Figure 1. Wires at chosen ports, followed through buffers (run 1).
Scale: 6 px per um.
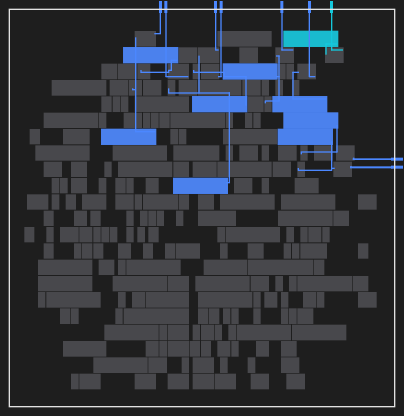
Figure 2. The metal 1 layer (run 1).
Scale: 8 px per um. Supply wires on this layer in gray. Cells faint in the background.
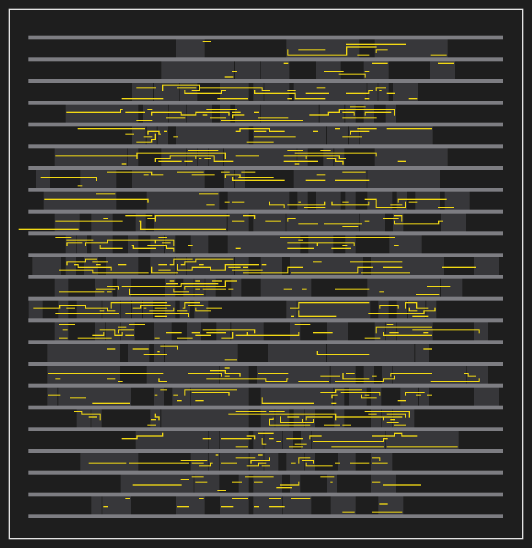
Figure 3. Cell area per tile (run 1).
Scale: 6 px per um. 6 x 7 tiles, from dark blue (low) to red (high), 0 to 100% covered.
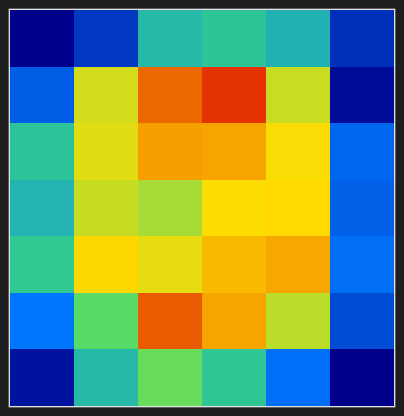
Figure 4. Placement view (run 1).
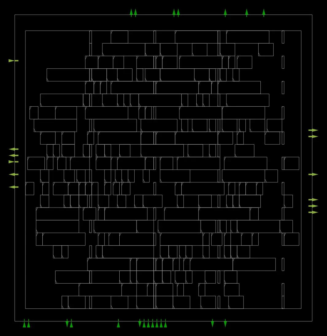
**src/rtl/uart_rx_ctrl.sv**
```systemverilog
// uart_rx_ctrl: UART receive frame controller (START/DATA/PARITY/STOP sequencing, error pulses); define PARITY_CHECK_EN to enable parity checking
module uart_rx_ctrl #(
    parameter int DATA_WIDTH = 8
) (
    input  logic                  clk,
    input  logic                  rst,
    input  logic                  RX_IN,
    input  logic [5:0]            Prescale,
    input  logic                  PAR_EN,
    input  logic                  PAR_TYP,
    input  logic                  sampled_bit,
    output logic                  data_sample_en,
    output logic [4:0]            edge_count,
    output logic [3:0]            bit_count,
    output logic [DATA_WIDTH-1:0] P_DATA,
    output logic                  data_valid,
    output logic                  par_err,
    output logic                  stp_err
);
    typedef enum logic [2:0] {
        IDLE,
        START,
        DATA,
`ifdef PARITY_CHECK_EN
        PARITY,
`endif
        STOP
    } state_t;
    state_t                state, state_n;
    logic [4:0]            p_last, p_last_n, edge_n;
    logic [3:0]            bit_n;
    logic [DATA_WIDTH-1:0] shift, shift_n, pdata_n;
    logic                  dv_n, se_n, dse_n, armed, armed_n, last, go, launch, fail;
`ifdef PARITY_CHECK_EN
    logic                  par_en_q, par_typ_q, par_fail, par_en_n, par_typ_n, par_fail_n, pe_n;
    assign fail = par_fail;
`else
    logic                  unused_par;
    assign unused_par = PAR_EN ^ PAR_TYP;
    assign fail       = 1'b0;
    assign par_err    = 1'b0;
`endif
    assign last = edge_count == p_last;
    // armed blocks a start until the line has been seen high since reset
    assign go   = armed & ~RX_IN;

    // frame sequencing; a low line at the end of the stop bit is the next start bit
    always_comb begin
        state_n  = state;
        edge_n   = (state == IDLE || last) ? 5'd0 : edge_count + 5'd1;
        bit_n    = bit_count;
        shift_n  = shift;
        pdata_n  = P_DATA;
        dv_n     = 1'b0;
        se_n     = 1'b0;
        armed_n  = armed | RX_IN;
        launch   = 1'b0;
        p_last_n = p_last;
`ifdef PARITY_CHECK_EN
        par_en_n   = par_en_q;
        par_typ_n  = par_typ_q;
        par_fail_n = par_fail;
        pe_n       = 1'b0;
`endif
        case (state)
            IDLE: begin
                bit_n  = 4'd0;
                launch = go;
            end
            START: if (last) begin
                state_n = sampled_bit ? IDLE : DATA;
                bit_n   = 4'd0;
            end
            DATA: if (last) begin
                shift_n = {sampled_bit, shift[DATA_WIDTH-1:1]};
                bit_n   = bit_count + 4'd1;
                if (bit_count == 4'(DATA_WIDTH - 1))
`ifdef PARITY_CHECK_EN
                    state_n = par_en_q ? PARITY : STOP;
`else
                    state_n = STOP;
`endif
            end
`ifdef PARITY_CHECK_EN
            PARITY: if (last) begin
                par_fail_n = (^shift ^ par_typ_q) != sampled_bit;
                state_n    = STOP;
            end
`endif
            STOP: if (last) begin
                state_n = IDLE;
                bit_n   = 4'd0;
                se_n    = ~sampled_bit;
                dv_n    = sampled_bit & ~fail;
                pdata_n = (sampled_bit & ~fail) ? shift : P_DATA;
`ifdef PARITY_CHECK_EN
                pe_n    = fail;
`endif
                launch  = go;
            end
            default: state_n = IDLE;
        endcase
        if (launch) begin
            state_n  = START;
            p_last_n = (Prescale == 6'd8) ? 5'd7 : (Prescale == 6'd32) ? 5'd31 : 5'd15;
`ifdef PARITY_CHECK_EN
            par_en_n   = PAR_EN;
            par_typ_n  = PAR_TYP;
            par_fail_n = 1'b0;
`endif
        end
        dse_n = state_n != IDLE;
    end

    // state, latched config and registered outputs
    always_ff @(posedge clk or negedge rst) begin
        if (!rst) begin
            state          <= IDLE;
            edge_count     <= 5'd0;
            bit_count      <= 4'd0;
            shift          <= '0;
            P_DATA         <= '0;
            data_valid     <= 1'b0;
            stp_err        <= 1'b0;
            data_sample_en <= 1'b0;
            armed          <= 1'b0;
            p_last         <= 5'd0;
`ifdef PARITY_CHECK_EN
            par_en_q       <= 1'b0;
            par_typ_q      <= 1'b0;
            par_fail       <= 1'b0;
            par_err        <= 1'b0;
`endif
        end else begin
            state          <= state_n;
            edge_count     <= edge_n;
            bit_count      <= bit_n;
            shift          <= shift_n;
            P_DATA         <= pdata_n;
            data_valid     <= dv_n;
            stp_err        <= se_n;
            data_sample_en <= dse_n;
            armed          <= armed_n;
            p_last         <= p_last_n;
`ifdef PARITY_CHECK_EN
            par_en_q       <= par_en_n;
            par_typ_q      <= par_typ_n;
            par_fail       <= par_fail_n;
            par_err        <= pe_n;
`endif
        end
    end
endmodule

```
**config.mk**
```make
export PLATFORM = sky130hd
export DESIGN_NAME = uart_rx_ctrl
export DESIGN_NICKNAME = d
export VERILOG_FILES = /design/src/rtl/uart_rx_ctrl.sv
export SDC_FILE = /design/constraint.sdc
export NUM_CORES = 1
export LEC_CHECK = 0
export ABC_AREA = 1
export CAP_MARGIN = 5
export CORE_AREA = 2 2 62 64
export CTS_CLUSTER_DIAMETER = 80
export DETAILED_ROUTE_END_ITERATION = 6
export DIE_AREA = 0 0 64 66
export PLACE_DENSITY = 0.74
export SYNTH_ARGS = -nofsm -noshare
export SYNTH_HDL_FRONTEND = slang
export SYNTH_SLANG_ARGS = --single-unit
```
**constraint.sdc**
```tcl
create_clock -name clk -period 1.6 [get_ports clk]
set_input_delay 0.48 -clock clk [delete_from_list [all_inputs] [get_ports clk]]
set_output_delay 0.48 -clock clk [all_outputs]
set_load 0.02 [all_outputs]
```
==> run notes, run 1 <==
impl run done, here's what came out: outcome complete, no violations, Chip Area 4224 um^2, Tcrit/Tclk final 96.61%, placed inst area between 2000 and 2500 um^2, Worst Hold Slack 0.4792 ns, main flop type dfrtp_1, hold buffers post-CTS 0, Detail Placement HPWL 2.224 mm, critical path class register to primary output, ANT nets after route 0, yosys adder share 1.486%, number of iterations in the first detailed-routing pass 4, Layout Skew 0.01827 ns, largest net degree at the start of global routing 36, vias per cell 4.618, drc violations 0, Worst Path Buf+Inv 1, Longest Clk Path Bufs 2, drt wl/cell 11.15 um, yosys stat area 1684 um^2, layout cells sized above 1 25.70%, Top-area cell share a little over half, global route overflow 0, I/O Pins 33, Design Area, Final 2151 um^2, cell leakage power 1.093 nW, HP Class register to register, H-tree levels 2, worst path required time about 1.1 ns, Main logic family simple AND/OR/NAND/NOR gates, Final Max Tran Viols 0, Synth top cells by count dfrtp_1, nand2_1, inv_1
## Picture notes: Figure 1
color	port	bits	direction	end cells	wire
cyan	data_valid	1	output	1	11.7 um
blue	P_DATA	8	output	8	188 um

## Picture notes: Figure 2
wire length on this layer	1200 um
nets with wire on the layer	199

## Picture notes: Figure 3
nearly empty tiles	4.8%
tiles over 75% full	24%
fullest tile	94%
mean over tiles	50%
Final Util: 60.57%
core area: 3551 um^2
Pre-Place Util: 47.43%

## Picture notes: Figure 4
row count: 22
tally of filler cells in the layout: 318

## run 1: routing by layer
metal,vias to the layer above,share of wire (%),global-route usage (%)
li1,622,-,-
met5,-,0,0
met4,0,1.7,6.522
met1,562,41,17.74
met2,19,53,27.47
met3,7,4.5,5.622
## run 1: worst paths after layout
| path | slack, ns | start | to | depth (start not counted) |
|---|---|---|---|---|
| worst max-delay path | 0.05 | edge_count[4] | edge_count[4] | 1 |
| worst min-delay path | 0.48 | armed | armed | 1 |
| worst max register to register | 0.16 | edge_count[0] | data_sample_en | 8 |
| worst min register to register | 0.48 | armed | armed | 1 |
| max in group asynchronous | 0.92 | rst | state[1] | 2 |
| min in group asynchronous | 0.50 | rst | shift[7] | 2 |
## run 1: cell type report
class                      count  area share, %
timing repair buffer          36          15.42
clock buffer                   6          1.920
multi-input combinational    110          32.00
sequential                    35          40.72
clock inverter                 2          2.792
tap                           48          2.792
inverter                      25          4.363
## run 1: power breakdown
group          internal [mW]  total, mW  switching [mW]  leakage (nW)
Clock                  0.488      0.783           0.295        0.0525
Sequential             0.916      0.944          0.0287         0.464
Combinational          0.110      0.279           0.169         0.576
Total                   1.51       2.01           0.492          1.09
## run 1: sequential cells by signal, indices dropped and copies added (netlist names)
| signal | count |
|---|---|
| P_DATA | 8 |
| armed | 1 |
| bit_count | 4 |
| data_sample_en | 1 |
| data_valid | 1 |
| edge_count | 5 |
| p_last | 3 |
| shift | 8 |
| state | 3 |
| stp_err | 1 |
## run 1: repair_timing
item	CTS	global route
cloned	0	0
setup buffers	0	2
endpoints found under the setup margin	20	10
pin swaps	0	1
hold endpoints to repair	0	0
gates resized	22	9
## run 1: logic make-up after synthesis
family,after synthesis
AOI/OAI and AO/OA,22
xor gates and xnor gates,3
adders and majority gates,2
buffers and inverters,28
DFF,35
other,1
and+or+nand+nor,81
==> run 2: changes to the inputs <==
CORE_AREA = 2 2 63 65   (was 2 2 62 64)
CTS_BUF_LIST = sky130_fd_sc_hd__clkbuf_8   (was default)
DIE_AREA = 0 0 65 67   (was 0 0 64 66)
PLACE_DENSITY = 0.75   (was 0.74)
clock period = 1.4 ns   (was 1.6 ns; I/O delays follow)
Figure 5. Wires at chosen ports, followed through buffers (run 2).
Scale: 6 px per um.
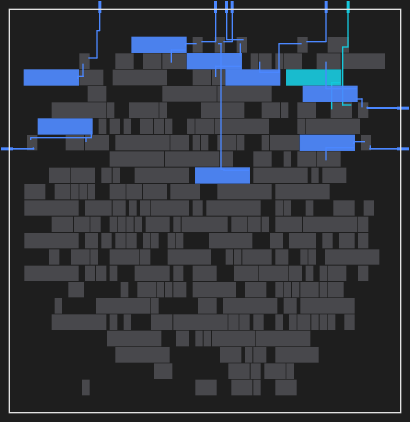
color	port	bits	direction	end cells	wire
cyan	data_valid	1	output	1	23.7 um
blue	P_DATA	8	output	8	143 um
Port Buffers: 29
I/O Pins: 33

==> run notes, run 2 <==
impl run done, here's what came out: Tcrit/Tclk final 99.12%, drt wl/cell 11.03 um, row count 22, detailed-routing wirelength on met1 1.353 mm, biggest regs P_DATA: 8 flops, shift: 8 flops, edge_count: 5 flops, ANT nets after route 0, DR WL met2 1.401 mm, yosys adder share 1.486%, Main logic family simple AND/OR/NAND/NOR gates, Post-CTS Setup Bufs 0, Crit path depth 9, Pre-Place Util 46.70%, outcome complete, no violations, met3 WL post-DR 136 um, tally of filler cells in the layout 300, yosys stat area roughly 1700 um^2, H-tree levels 2, main flop type dfrtp_1, placed inst area 2128 um^2, Design Area, Final 2261 um^2, HP Class register to register, layout cells sized above 1 37.61%, core area roughly 3600 um^2, hold depth 1, number of iterations in the first detailed-routing pass 4, Longest Clk Path Bufs 2
Figure 6. The metal 1 layer (run 2).
Scale: 8 px per um. Supply wires on this layer in gray. Cells faint in the background.
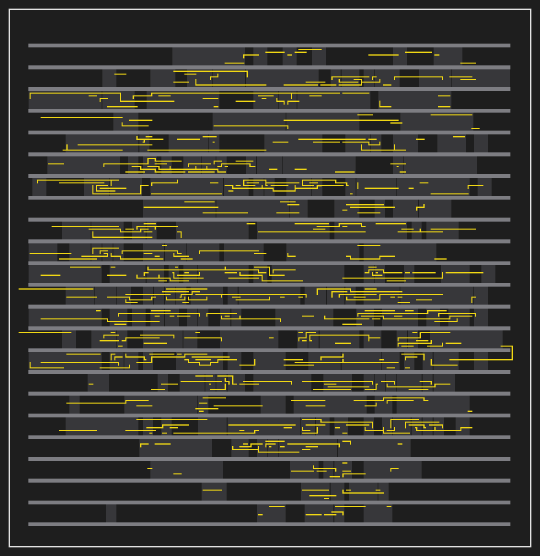
vias: 1228
GR Util met1: 17.63%
DRT Wirelength: 2.935 mm

## run 2: cell types whose count changed in the layout (fill, tap and decap cells not counted), moves of 5 or more
cell | before | now
dlygate4sd2_1 | 13 | 1
nand2_1 | 33 | 26
clkbuf_2 | 4 | 10
clkbuf_8 | 0 | 6
clkbuf_4 | 5 | 0
## run 2: path summary, 6_finish.rpt
| check | start | endpoint | slack [ns] |
|---|---|---|---|
| max in group asynchronous | rst | bit_count[1] | 0.71 |
| worst min-delay path | armed | armed | 0.47 |
| worst min register to register | armed | armed | 0.47 |
| worst max register to register | edge_count[0] | data_sample_en | 0.01 |
| worst max-delay path | edge_count[0] | data_sample_en | 0.01 |
| min in group asynchronous | rst | edge_count[2] | 0.51 |
## run 2: routing by layer
layer	global-route usage, %	vias up
met5	0	-
met4	5.585	0
met3	5.068	6
met2	23.20	20
met1	17.63	568
li1	-	634
## run 2: timing repair
action                     CTS  global route
hold buffers                 0             0
cloned                       0             1
setup endpoints to repair   23            34
pin swaps                    1             5
resized                     42            39
## run 2: area by class of cell
class	instances	area share (%)
clock inverter	1	0.2214
inverter	25	4.372
sequential	35	38.74
timing repair buffer	41	16.33
tap	48	2.656
clock buffer	6	3.652
multi-input combinational	110	34.03
## run 2: where the power goes
| group | internal [mW] | switching [mW] |
|---|---|---|
| sequential | 1.05 | 0.0403 |
| combinational | 0.138 | 0.207 |
| clock | 0.385 | 0.330 |
## run 2: metrics by stage
step,utilization [%],worst slack [ns]
6_report,62.70,0.01236
5_1_grt,62.70,-0.09145
4_1_cts,61.35,0.0009953
3_5_place_dp,59.02,-0.1602
3_3_place_gp,59.02,-0.1491
2_1_floorplan,-,0.03611
==> run 3: changes to the inputs <==
CORE_AREA = 2 2 62 64   (was 2 2 63 65)
DIE_AREA = 0 0 64 66   (was 0 0 65 67)
DONT_BUFFER_PORTS = 1   (was default)
PLACE_DENSITY = default   (was 0.75)
Figure 7. Cell area per tile (run 3).
Scale: 6 px per um. 6 x 7 tiles, from dark blue (low) to red (high), 0 to 100% covered.
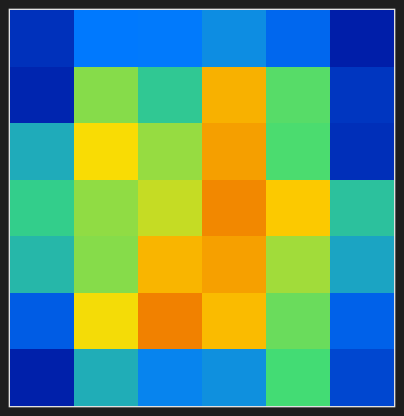
Final Util: 56.52%

Figure 8. Wires at chosen ports, followed through buffers (run 3).
Scale: 6 px per um.
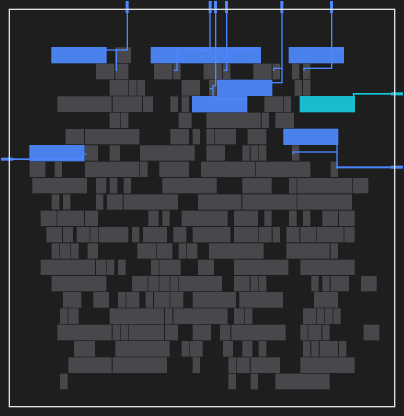
Port Buffers: 0

==> run notes, run 3 <==
impl run done, here's what came out: outcome complete, no violations, Clock power frac 33.6%, global route overflow 0, Longest Clk Path Bufs 2, H-tree levels 2, main flop type dfrtp_1, DRT Wirelength 2.883 mm, reg-to-reg slack, setup ~0.024 ns, vias per cell around 4.7, layout cells sized above 1 34.69%, Final Max Tran Viols 0, Pre-Place Util between 40% and 50%, row count 22, Power Clock 0.711 mW, Tcrit/Tclk final between 90% and 100%, worst r2r src edge_count[3], critical path class register to register, met3 WL post-DR about 140 um, GR Util met1 17.46%, Critical R2R Capture data_sample_en, Max Used Layer met4, Chip Area approximately 4200 um^2, comb pwr ~0.32 mW, HP Class primary input to register, drt wl/cell approximately 12 um, switching share of power 28.37%, Hold EP stp_err, busiest grt layer met2, ANT nets after route 0, core area 3551 um^2
run 3: cell counts after synthesis:
No cell type changed its count.
run 3: what timing repair did:
item / CTS / global route
setup buffers: 1 / 5
endpoints found under the hold margin: 35 / 0
setup endpoints to repair: 6 / 7
hold buffers: 2 / 0
gates resized: 0 / 9
pin swaps: 1 / 8
gates cloned: 0 / 1
run 3: cell families (layout without fill, tap and decap cells):
family                     Yosys count  in the layout  share of synthesized area (%)
xor gates and xnor gates             3              3                          1.560
and+or+nand+nor                     81             82                          27.79
adders and majority gates            2              2                          1.486
DFF                                 35             35                          52.01
buffers and inverters               28             50                          7.355
other                                1              2                         0.2227
AOI/OAI and AO/OA                   22             22                          9.584
run 3: through the flow:
| step | cell area (um^2) | utilization [%] | cells |
|---|---|---|---|
| after floorplan | 1688 | - | 173 |
| after detailed placement | 1785 | 50.28 | 227 |
| final | 2007 | 56.52 | 244 |
| after CTS | 1924 | 54.19 | 238 |
| after global routing | 2007 | 56.52 | 244 |
| after global placement | 1785 | 50.28 | 227 |
run 3: layout make-up:
type,count,area [um^2]
Clock buffer,5,68.82
Clock inverter,3,20.02
Fill cell,312,1544
Inverter,25,93.84
Multi-Input combinational cell,111,720.7
Sequential cell,35,875.8
Tap cell,48,60.06
Timing Repair Buffer,17,167.7
run 3: worst max-delay path by stage:
| stage | startpoint | end | slack [ns] | cells past startpoint |
|---|---|---|---|---|
| after floorplan | edge_count[4] | P_DATA[6] | 0.04 | 8 |
| after global placement | state[2] | P_DATA[5] | -0.001 | 6 |
| after detailed placement | state[2] | P_DATA[2] | -0.02 | 6 |
| after CTS | edge_count[4] | shift[7] | 0.04 | 7 |
| after global routing | p_last[3] | data_sample_en | -0.07 | 9 |
| final | edge_count[3] | data_sample_en | 0.02 | 8 |

==> screenshots <==
Cell sizes after repair.
Scale: 6 px per um.
shot_01.png
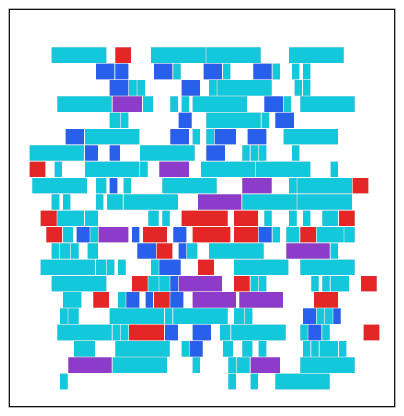
shot_02.png
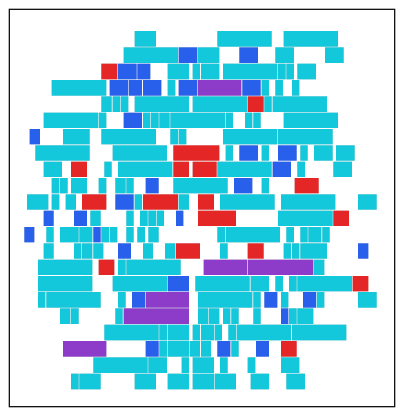
shot_03.png
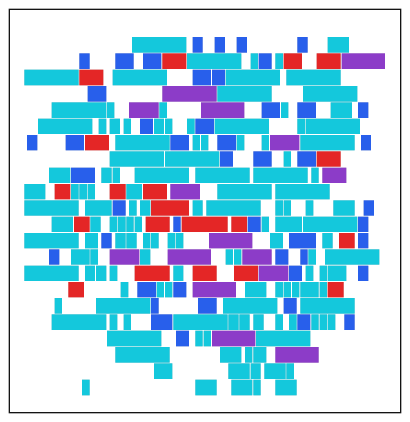
shot_01.png: run 3
shot_02.png: run 1
shot_03.png: run 2

Power is estimated from default activity; no workload was simulated.
